### src/rtl/uart_tx_pkg.sv
// Shared definitions for the UART transmitter: FSM state encoding,
// parity-type constants, data width and a parity helper.
package uart_tx_pkg;

    localparam int DATA_WIDTH = 8;

    localparam logic PAR_EVEN = 1'b0;
    localparam logic PAR_ODD  = 1'b1;

    // Index of the last data bit; the bit counter wraps after reaching it
    localparam logic [2:0] BIT_CNT_LAST = 3'(DATA_WIDTH - 1);

    typedef enum logic [2:0] {
        IDLE   = 3'd0,
        START  = 3'd1,
        DATA   = 3'd2,
        PARITY = 3'd3,
        STOP   = 3'd4
    } state_t;

    // Even parity is the plain XOR of the data bits; odd parity is its inverse
    function automatic logic calcParity(input logic [DATA_WIDTH-1:0] data,
                                        input logic parTyp);
        return (^data) ^ (parTyp == PAR_ODD);
    endfunction

endpackage

### src/rtl/uart_tx_par_calc.sv
// Parity generator for the UART transmitter. Works on the latched frame
// data so the parity bit cannot change while a frame is being sent.
module par_calc
    import uart_tx_pkg::*;
(
    input  logic [DATA_WIDTH-1:0] i_data,
    input  logic                  i_parTyp,
    output logic                  o_parity
);

    logic w_parity;

    // Combinational parity of the latched byte, selected even/odd by i_parTyp
    always_comb begin
        w_parity = calcParity(i_data, i_parTyp);
    end

    assign o_parity = w_parity;

endmodule

### src/rtl/uart_tx.sv
// UART transmitter: one serial bit per CLK cycle, frame is
// start(0), 8 data bits LSB first, optional parity, stop(1).
// A new request is taken in IDLE or in the STOP cycle, so frames can run
// back-to-back with no idle gap and no drop of busy.
module uart_tx
    import uart_tx_pkg::*;
(
    input  logic                  CLK,
    input  logic                  RST,
    input  logic [DATA_WIDTH-1:0] P_DATA,
    input  logic                  DATA_VALID,
    input  logic                  PAR_EN,
    input  logic                  PAR_TYP,
    output logic                  TX_OUT,
    output logic                  busy
);

    state_t                  r_state;
    logic [2:0]              r_bitCnt;
    logic [DATA_WIDTH-1:0]   r_data;
    logic                    r_parEn;
    logic                    r_parTyp;
    logic                    r_txOut;
    logic                    r_busy;
    logic                    w_parity;

    par_calc u_parCalc (
        .i_data   (r_data),
        .i_parTyp (r_parTyp),
        .o_parity (w_parity)
    );

    assign TX_OUT = r_txOut;
    assign busy   = r_busy;

    // FSM, serializer and output mux: each edge decides the next state and
    // registers the line level that belongs to it, so TX_OUT/busy are glitch-free
    always_ff @(posedge CLK or posedge RST) begin
        if (RST) begin
            r_state  <= IDLE;
            r_bitCnt <= 3'd0;
            r_data   <= '0;
            r_parEn  <= 1'b0;
            r_parTyp <= 1'b0;
            r_txOut  <= 1'b1;
            r_busy   <= 1'b0;
        end else begin
            case (r_state)
                IDLE, STOP: begin
                    if (DATA_VALID) begin
                        r_data   <= P_DATA;
                        r_parEn  <= PAR_EN;
                        r_parTyp <= PAR_TYP;
                        r_bitCnt <= 3'd0;
                        r_state  <= START;
                        r_txOut  <= 1'b0;
                        r_busy   <= 1'b1;
                    end else begin
                        r_bitCnt <= 3'd0;
                        r_state  <= IDLE;
                        r_txOut  <= 1'b1;
                        r_busy   <= 1'b0;
                    end
                end
                START: begin
                    r_bitCnt <= 3'd0;
                    r_state  <= DATA;
                    r_txOut  <= r_data[0];
                    r_busy   <= 1'b1;
                end
                DATA: begin
                    r_busy <= 1'b1;
                    if (r_bitCnt == BIT_CNT_LAST) begin
                        r_bitCnt <= 3'd0;
                        if (r_parEn) begin
                            r_state <= PARITY;
                            r_txOut <= w_parity;
                        end else begin
                            r_state <= STOP;
                            r_txOut <= 1'b1;
                        end
                    end else begin
                        r_bitCnt <= r_bitCnt + 3'd1;
                        r_txOut  <= r_data[r_bitCnt + 3'd1];
                    end
                end
                PARITY: begin
                    r_bitCnt <= 3'd0;
                    r_state  <= STOP;
                    r_txOut  <= 1'b1;
                    r_busy   <= 1'b1;
                end
                default: begin
                    r_bitCnt <= 3'd0;
                    r_state  <= IDLE;
                    r_txOut  <= 1'b1;
                    r_busy   <= 1'b0;
                end
            endcase
        end
    end

endmodule

### config.mk
export PLATFORM = sky130hd
export DESIGN_NAME = uart_tx
export DESIGN_NICKNAME = d
export VERILOG_FILES = /design/src/rtl/uart_tx_pkg.sv /design/src/rtl/uart_tx_par_calc.sv /design/src/rtl/uart_tx.sv
export SDC_FILE = /design/constraint.sdc
export NUM_CORES = 1
export LEC_CHECK = 0
export CORE_MARGIN = 1.5
export CORE_UTILIZATION = 45
export CTS_CLUSTER_DIAMETER = 100
export CTS_CLUSTER_SIZE = 24
export DETAILED_ROUTE_END_ITERATION = 10
export PLACE_DENSITY = 0.69
export SLEW_MARGIN = 10
export SYNTH_ARGS = -nofsm -noshare
export SYNTH_HDL_FRONTEND = slang
export SYNTH_SLANG_ARGS = --single-unit
### constraint.sdc
create_clock -name CLK -period 2.2 [get_ports CLK]
set_input_delay 0.44 -clock CLK [delete_from_list [all_inputs] [get_ports CLK]]
set_output_delay 0.44 -clock CLK [all_outputs]
set_load 0.005 [all_outputs]
==> reports/metrics.csv, run 1 <==
stage;metric;value;unit
placed_design;gpl congestion;0.705;
clock_network;Root Buffer Master;clkbuf_4;
logic_synthesis;yosys warning tally;0;
layout;FF/Latch Area;452;um^2
final_timing;Slew @ Worst Pin;0.650;ns
layout;Inverters, non-clock;3;
logic_synthesis;Synth Seq Share;0.491;
logic_synthesis;ys async rst share;1.00;
logic_synthesis;Dominant comb cell;multiplexers;
logic_synthesis;Synth area leaders;dfrtp_1, mux2_2, xnor3_1;
routing;initial DRC count;3;
outcome;status;finished, final reports clean;
logic_synthesis;cell type with the largest total area;dfrtp_1;
job;maxcap violations;0;
layout;Buffers, non-clock;15;
power_and_ir_drop;Top Consumer;combinational cells;
critical_path;RR Startpoint;r_bitCnt[0];
layout;# diodes;0;
critical_path;maximum fanout along the worst path;6;
power_and_ir_drop;Cell Int Power;0.00107;W
die;chip width;48.2;um
routing;via-per-instance ratio;5.01;
routing;Pre-antenna DRT Iters;3;
critical_path;crit path kind;reg -> reg;
global_route;grt ovf;0;
critical_path;Critical Path, Cell by Cell;ha_1, ha_1, mux4_2, o21ai_1, a21oi_1;
layout;Top cell excl fill/tap;dfrtp_1;
critical_path;Worst setup endpoint;TX_OUT;
placed_design;placed cell areas;1100;um^2
job;number of OpenROAD warnings;26;
layout;fraction of area in registers;0.402;
die;IO Count;15;
clock_network;post-cts hold buffer count;0;
logic_synthesis;EDFF count, synth;0;
logic_synthesis;simple share;0.0966;
layout;buffer share of cell area;0.132;
[run 1: sequential cells by signal, summed over array words and instances, names as in the netlist]
name,count
TX_OUT,1
busy,1
r_bitCnt,3
r_data,8
r_parEn,1
r_parTyp,1
r_state,3
[run 1: metrics by stage]
stage	worst slack (ns)	power, W
floorplan	0.536	0.00122
global placement	0.406	0.00138
detailed placement	0.337	0.00142
CTS	0.430	0.00159
global route	0.328	0.00170
finish	0.442	0.00156
[run 1: critical path, delay by kind of cell (launching register included)]
| family | cells | cell delay, ns |
|---|---|---|
| compound gates | 2 | 0.21 |
| fa+ha+maj | 2 | 0.53 |
| flops | 1 | 0.46 |
| mux | 1 | 0.50 |
[run 1: routing by layer]
metal	up-vias	wire, um
met5	-	0
li1	285	-
met2	10	724
met4	0	0
met1	276	642
met3	0	73
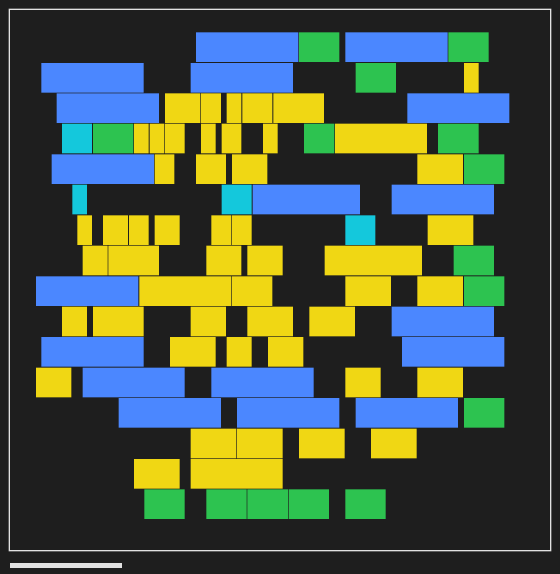
run_1/class_map.png
Scale bar: 10 um.
Blue is registers, cells 18, share of their area 41%. Cyan is clock drivers and dummy loads, cells 4, share of their area 2.4%. Yellow is remaining logic cells, cells 50, share of their area 43%. Green is remaining buffers and delay cells, cells 15, share of their area 14%.
design area: 1120 um^2
Core ar.: 1940 um^2

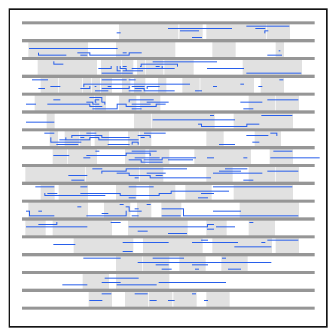
run_1/m1.png
Supply wires on this layer in gray.
The layer holds 45% of the routed length. The longest straight run is 20.2 um. 93 nets have wire on it.
met1 usage: 0.184
WL final: 1.44 mm
vias: 571

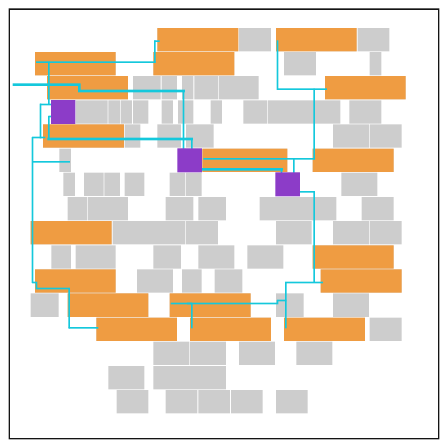
run_1/clock_wires.png
Purple is clock-net drivers, count 3. Cyan is clock wires, length 195 um. Orange is flip-flops, count 18.
There are 4 routed clock nets.
Clock group: 0.000161 W
clk_lat worst skew: 0.28 ns
Setup Skew: 0.00232 ns

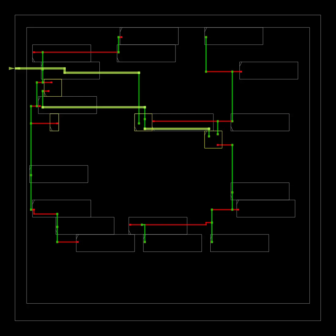
run_1/clock_nets.png
CLK BUF: 4
clk sinks: 18
CTS buffer count: 3
Seq cells: 18

run_1/sizing.png
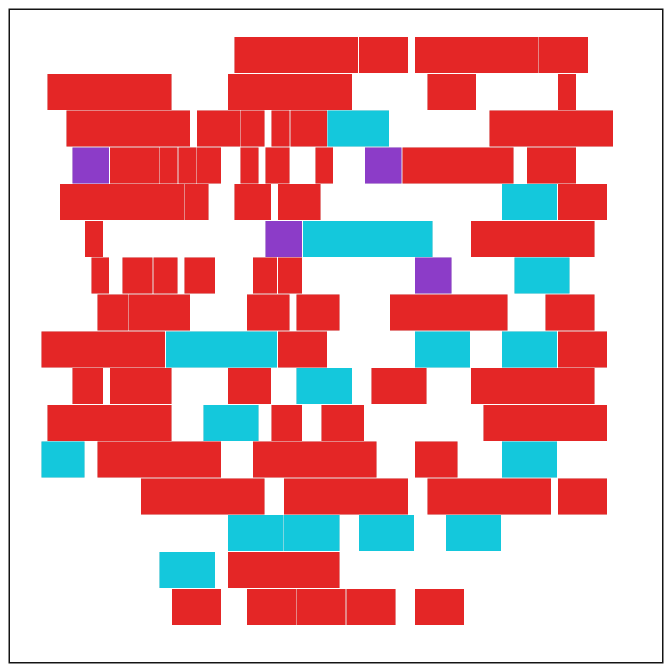

==> run 2, diff against run 1 <==
==> constraint.sdc (replaced) <==
create_clock -name CLK -period 1.7 [get_ports CLK]
set_input_delay 0.34 -clock CLK [delete_from_list [all_inputs] [get_ports CLK]]
set_output_delay 0.34 -clock CLK [all_outputs]
set_load 0.005 [all_outputs]
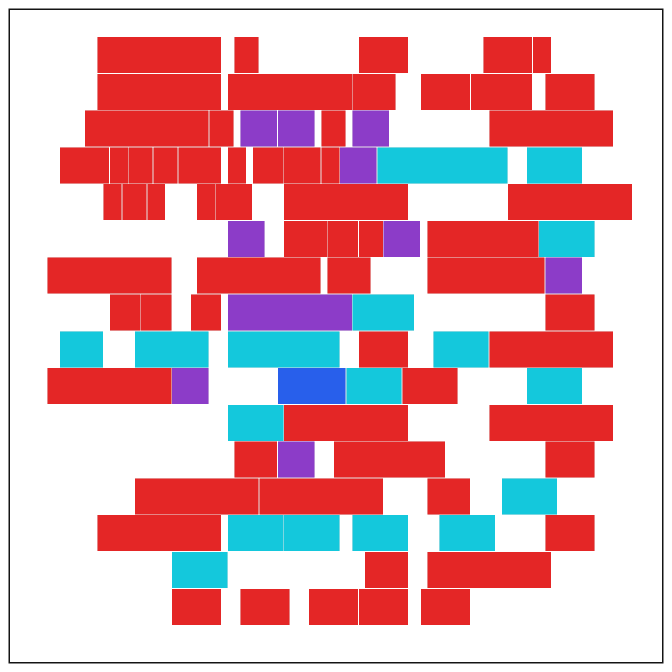
run_2/sizing.png
Purple is x3 and x4, cells 10. Blue is x6 and larger, cells 1. Cyan is x2, cells 17. Red is x1 and smaller, cells 64.
setup ws final: 0.0477 ns
synthesis-to-finish area growth: 29.1%
design area: 1190 um^2

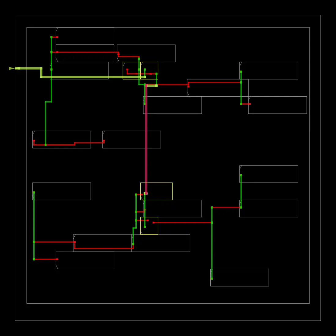
run_2/clock_nets.png
Setup Skew: 0.000793 ns
clk_lat worst skew: 0.29 ns
Clock group: 0.000262 W

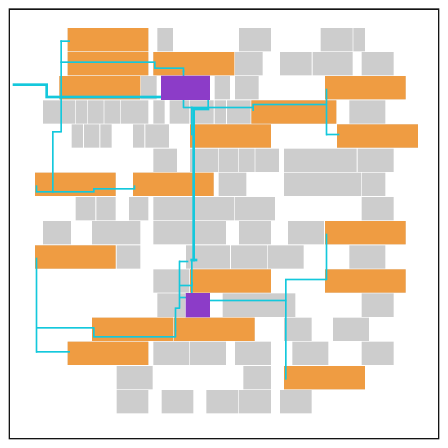
run_2/clock_wires.png
Cyan is clock wires, length 205 um. Purple is clock-net drivers, count 3. Orange is flip-flops, count 18.
Position of the flops: widely spread. There are 4 routed clock nets.

==> run 2 against run 1 <==
Net effect:
- global-route usage is essentially flat
- count of clock-buffer cells in the layout did not move
- register-to-register slack lost 0.39 ns
- design area is 5.8% higher
- area after synthesis stayed put
- combinational power grew 39%
- via count grew 6.0%
- die area is the same
- sequential cell count stayed put
- wire length up 9.8%
==> reports/metrics.csv, run 2 <==
stage;metric;value;unit
outcome;status;finished, final reports clean;
routing;Pre-antenna DRT Iters;4;
critical_path;maximum fanout along the worst path;2;
layout;Buffers, non-clock;20;
logic_synthesis;Dominant comb cell;multiplexers;
routing;initial DRC count;6;
job;maxcap violations;0;
layout;clk cell area share;0.0306;
clock_network;post-cts hold buffer count;0;
global_route;met1 usage;0.194;
routing;via-per-instance ratio;5.08;
layout;max FFs per register;8;
critical_path;critical path buffer and inverter count;0;
critical_path;setup slack on the worst flop-to-flop path;0.05;ns
layout;Largest Register;r_data;
logic_synthesis;Synth Seq Share;0.491;
job;number of OpenROAD warnings;26;
routing;highest metal used;met4;
layout;CLK BUF;4;
layout;Top Registers;r_data x8, r_bitCnt x3, r_state x3;
routing;wire length on met3;42;um
logic_synthesis;ys async rst share;1.00;
routing;DRT met1 WL;731;um
die;chip width;48.2;um
logic_synthesis;EDFF count, synth;0;
layout;Inverters, non-clock;3;
layout;FF/Latch Area;452;um^2
routing;WL final;1.58;mm
layout;Seq cells;18;
critical_path;Critical Path, Cell by Cell;ha_2, ha_4, mux4_2, o21ai_1, a21oi_1;
routing;metal2 WL;790;um
layout;buffer share of cell area;0.158;
power_and_ir_drop;Final Power;0.00213;W
final_timing;Slew @ Worst Pin;0.466;ns
critical_path;Top delay family on crit path;multiplexers;
logic_synthesis;yosys warning tally;0;
critical_path;RR Startpoint;r_bitCnt[0];
clock_network;clk sinks;18;
clock_network;Root Buffer Master;clkbuf_4;
layout;# diodes;0;
die;IO Count;15;
clock_network;CTS buffer count;3;
global_route;grt ovf;0;
placed_design;pre-CTS WS;-0.148;ns
layout;fraction of area in registers;0.380;
run 2: metrics by stage:
step | TNS (ns) | cell area [um^2] | std cells | utilization
after floorplan | 0 | 920 | 69 | -
after global placement | 0 | 1130 | 115 | 0.584
after detailed placement | -0.152 | 1130 | 115 | 0.584
after CTS | 0 | 1170 | 119 | 0.602
after global routing | 0 | 1190 | 119 | 0.611
final | 0 | 1190 | 119 | 0.611
run 2: worst max path at each step:
stage | startpoint | depth (start not counted) | endpoint
final | r_bitCnt[0] | 5 | TX_OUT
after global routing | r_bitCnt[0] | 5 | TX_OUT
after CTS | r_bitCnt[0] | 5 | TX_OUT
after detailed placement | DATA_VALID | 6 | TX_OUT
after global placement | r_bitCnt[0] | 5 | TX_OUT
after floorplan | r_bitCnt[0] | 5 | TX_OUT
run_2/class_map.png
Scale bar: 10 um.
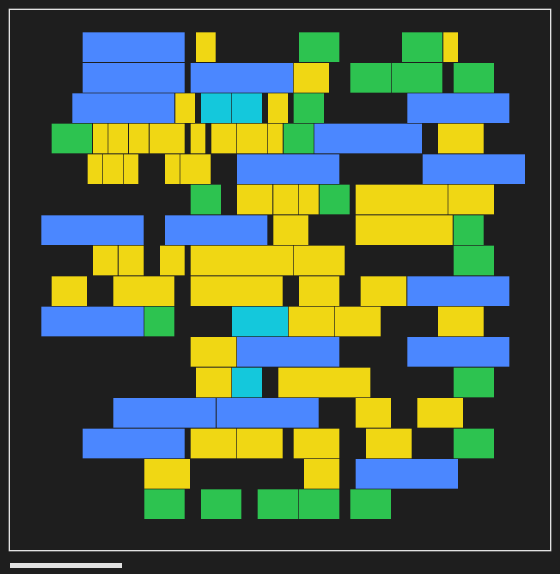

==> run 3, diff against run 2 <==
--- a/config.mk
+++ b/config.mk
@@ -5,12 +5,16 @@
 export SDC_FILE = /design/constraint.sdc
 export NUM_CORES = 1
 export LEC_CHECK = 0
+export CELL_PAD_IN_SITES_DETAIL_PLACEMENT = 1
+export CELL_PAD_IN_SITES_GLOBAL_PLACEMENT = 2
+export CORE_ASPECT_RATIO = 1.25
 export CORE_MARGIN = 1.5
-export CORE_UTILIZATION = 45
+export CORE_UTILIZATION = 35
 export CTS_CLUSTER_DIAMETER = 100
 export CTS_CLUSTER_SIZE = 24
 export DETAILED_ROUTE_END_ITERATION = 10
-export PLACE_DENSITY = 0.69
+export GPL_TIMING_DRIVEN = 1
+export PLACE_DENSITY = 0.77
 export SLEW_MARGIN = 10
 export SYNTH_ARGS = -nofsm -noshare
 export SYNTH_HDL_FRONTEND = slang
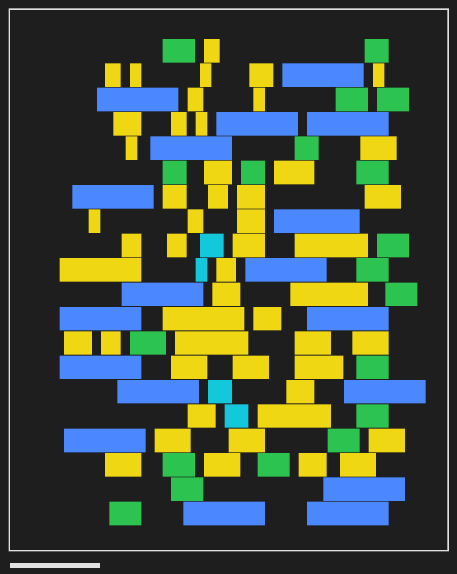
run_3/class_map.png
Scale bar: 10 um.
Cyan is clock drivers and dummy loads, cells 4, share of their area 2.3%. Yellow is remaining logic cells, cells 50, share of their area 43%. Blue is registers, cells 18, share of their area 39%. Green is remaining buffers and delay cells, cells 19, share of their area 16%.

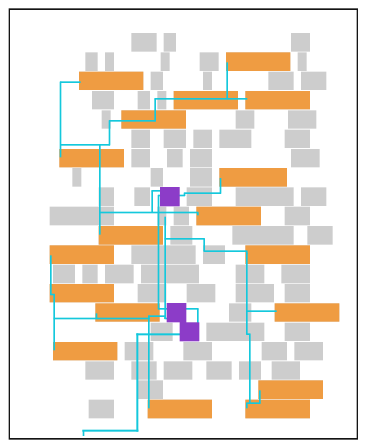
run_3/clock_wires.png
Purple is clock-net drivers, count 3. Orange is flip-flops, count 18. Cyan is clock wires, length 249 um.
There are 4 routed clock nets.

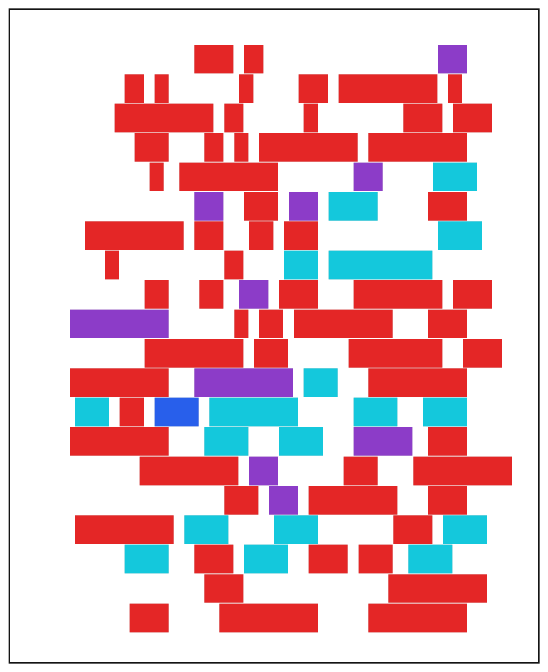
run_3/sizing.png
Purple is x3 and x4, cells 10. Red is x1 and smaller, cells 62. Blue is x6 and larger, cells 1. Cyan is x2, cells 18.
setup ws final: 0.0281 ns
design area: 1200 um^2
Buffers, non-clock: 19
synthesis-to-finish area growth: 30.5%

==> run 3 against run 2 <==
Net effect:
- sequential power is 3.0% higher
- die area is 27% higher
- sequential share of layout area is 0.40 points lower
- maximum frequency fell by 1.2%
- critical path type unchanged
- clock power decreased by 14%
==> reports/metrics.csv, run 3 <==
stage;metric;value;unit
outcome;status;finished, final reports clean;
routing;DRT met1 WL;832;um
logic_synthesis;yosys warning tally;0;
power_and_ir_drop;Final Power;0.00218;W
die;IO Count;15;
final_timing;setup TNS;0;ns
logic_synthesis;Synth area leaders;dfrtp_1, mux2_2, xnor3_1;
layout;# diodes;0;
power_and_ir_drop;Clock group;0.000225;W
logic_synthesis;EDFF count, synth;0;
layout;FF/Latch Area;452;um^2
routing;Pre-antenna DRT Iters;4;
routing;wire length on met3;57;um
clock_network;clk_lat worst skew;0.29;ns
job;maxcap violations;0;
layout;Largest Register;r_data;
power_and_ir_drop;Top Consumer;combinational cells;
clock_network;Root Buffer Master;clkbuf_4;
layout;max FFs per register;8;
critical_path;Critical Path, Cell by Cell;ha_4, ha_4, mux4_2, o21ai_2, a21oi_2;
routing;highest metal used;met4;
final_timing;Setup Skew;0.00968;ns
critical_path;RR Startpoint;r_bitCnt[0];
routing;metal2 WL;933;um
critical_path;Top delay family on crit path;multiplexers;
routing;via-per-instance ratio;4.91;
critical_path;crit path kind;reg -> reg;
die;chip width;48.8;um
logic_synthesis;cell type with the largest total area;dfrtp_1;
power_and_ir_drop;Cell Int Power;0.00148;W
routing;WL final;1.84;mm
placed_design;placed insts;120;
critical_path;critical path buffer and inverter count;0;
critical_path;crit path launch;r_bitCnt[0];
global_route;grt ovf;0;
clock_network;CTS buffer count;3;
clock_network;post-cts hold buffer count;0;
[run 3: cell counts after synthesis]
No cell type changed its count.
[run 3: cells by family (layout without fill, tap and decap cells)]
kind of cell,Yosys count,in the layout,share of synthesized area
adders and majority gates,2,2,0.0272
and+or+nand+nor,14,14,0.0966
AOI/OAI and AO/OA,10,10,0.0694
muxes,15,15,0.195
buffers and inverters,4,26,0.0177
xor gates and xnor gates,6,6,0.103
DFF,18,18,0.491
[run 3: final cells by class]
class                           count  share of cell area
Clock buffer                        4              0.0219
Inverter                            3             0.00938
Multi-Input combinational cell     47               0.407
Sequential cell                    18               0.376
Tap cell                           33              0.0344
Timing Repair Buffer               19               0.151
[run 3: repair_timing]
item                       in CTS  in global routing
pin swaps                       0                  4
cloned                          0                  0
setup endpoints to repair       1                  1
gates resized                   1                  6
Power figures rest on the tool's default switching activity, not on a simulated workload.
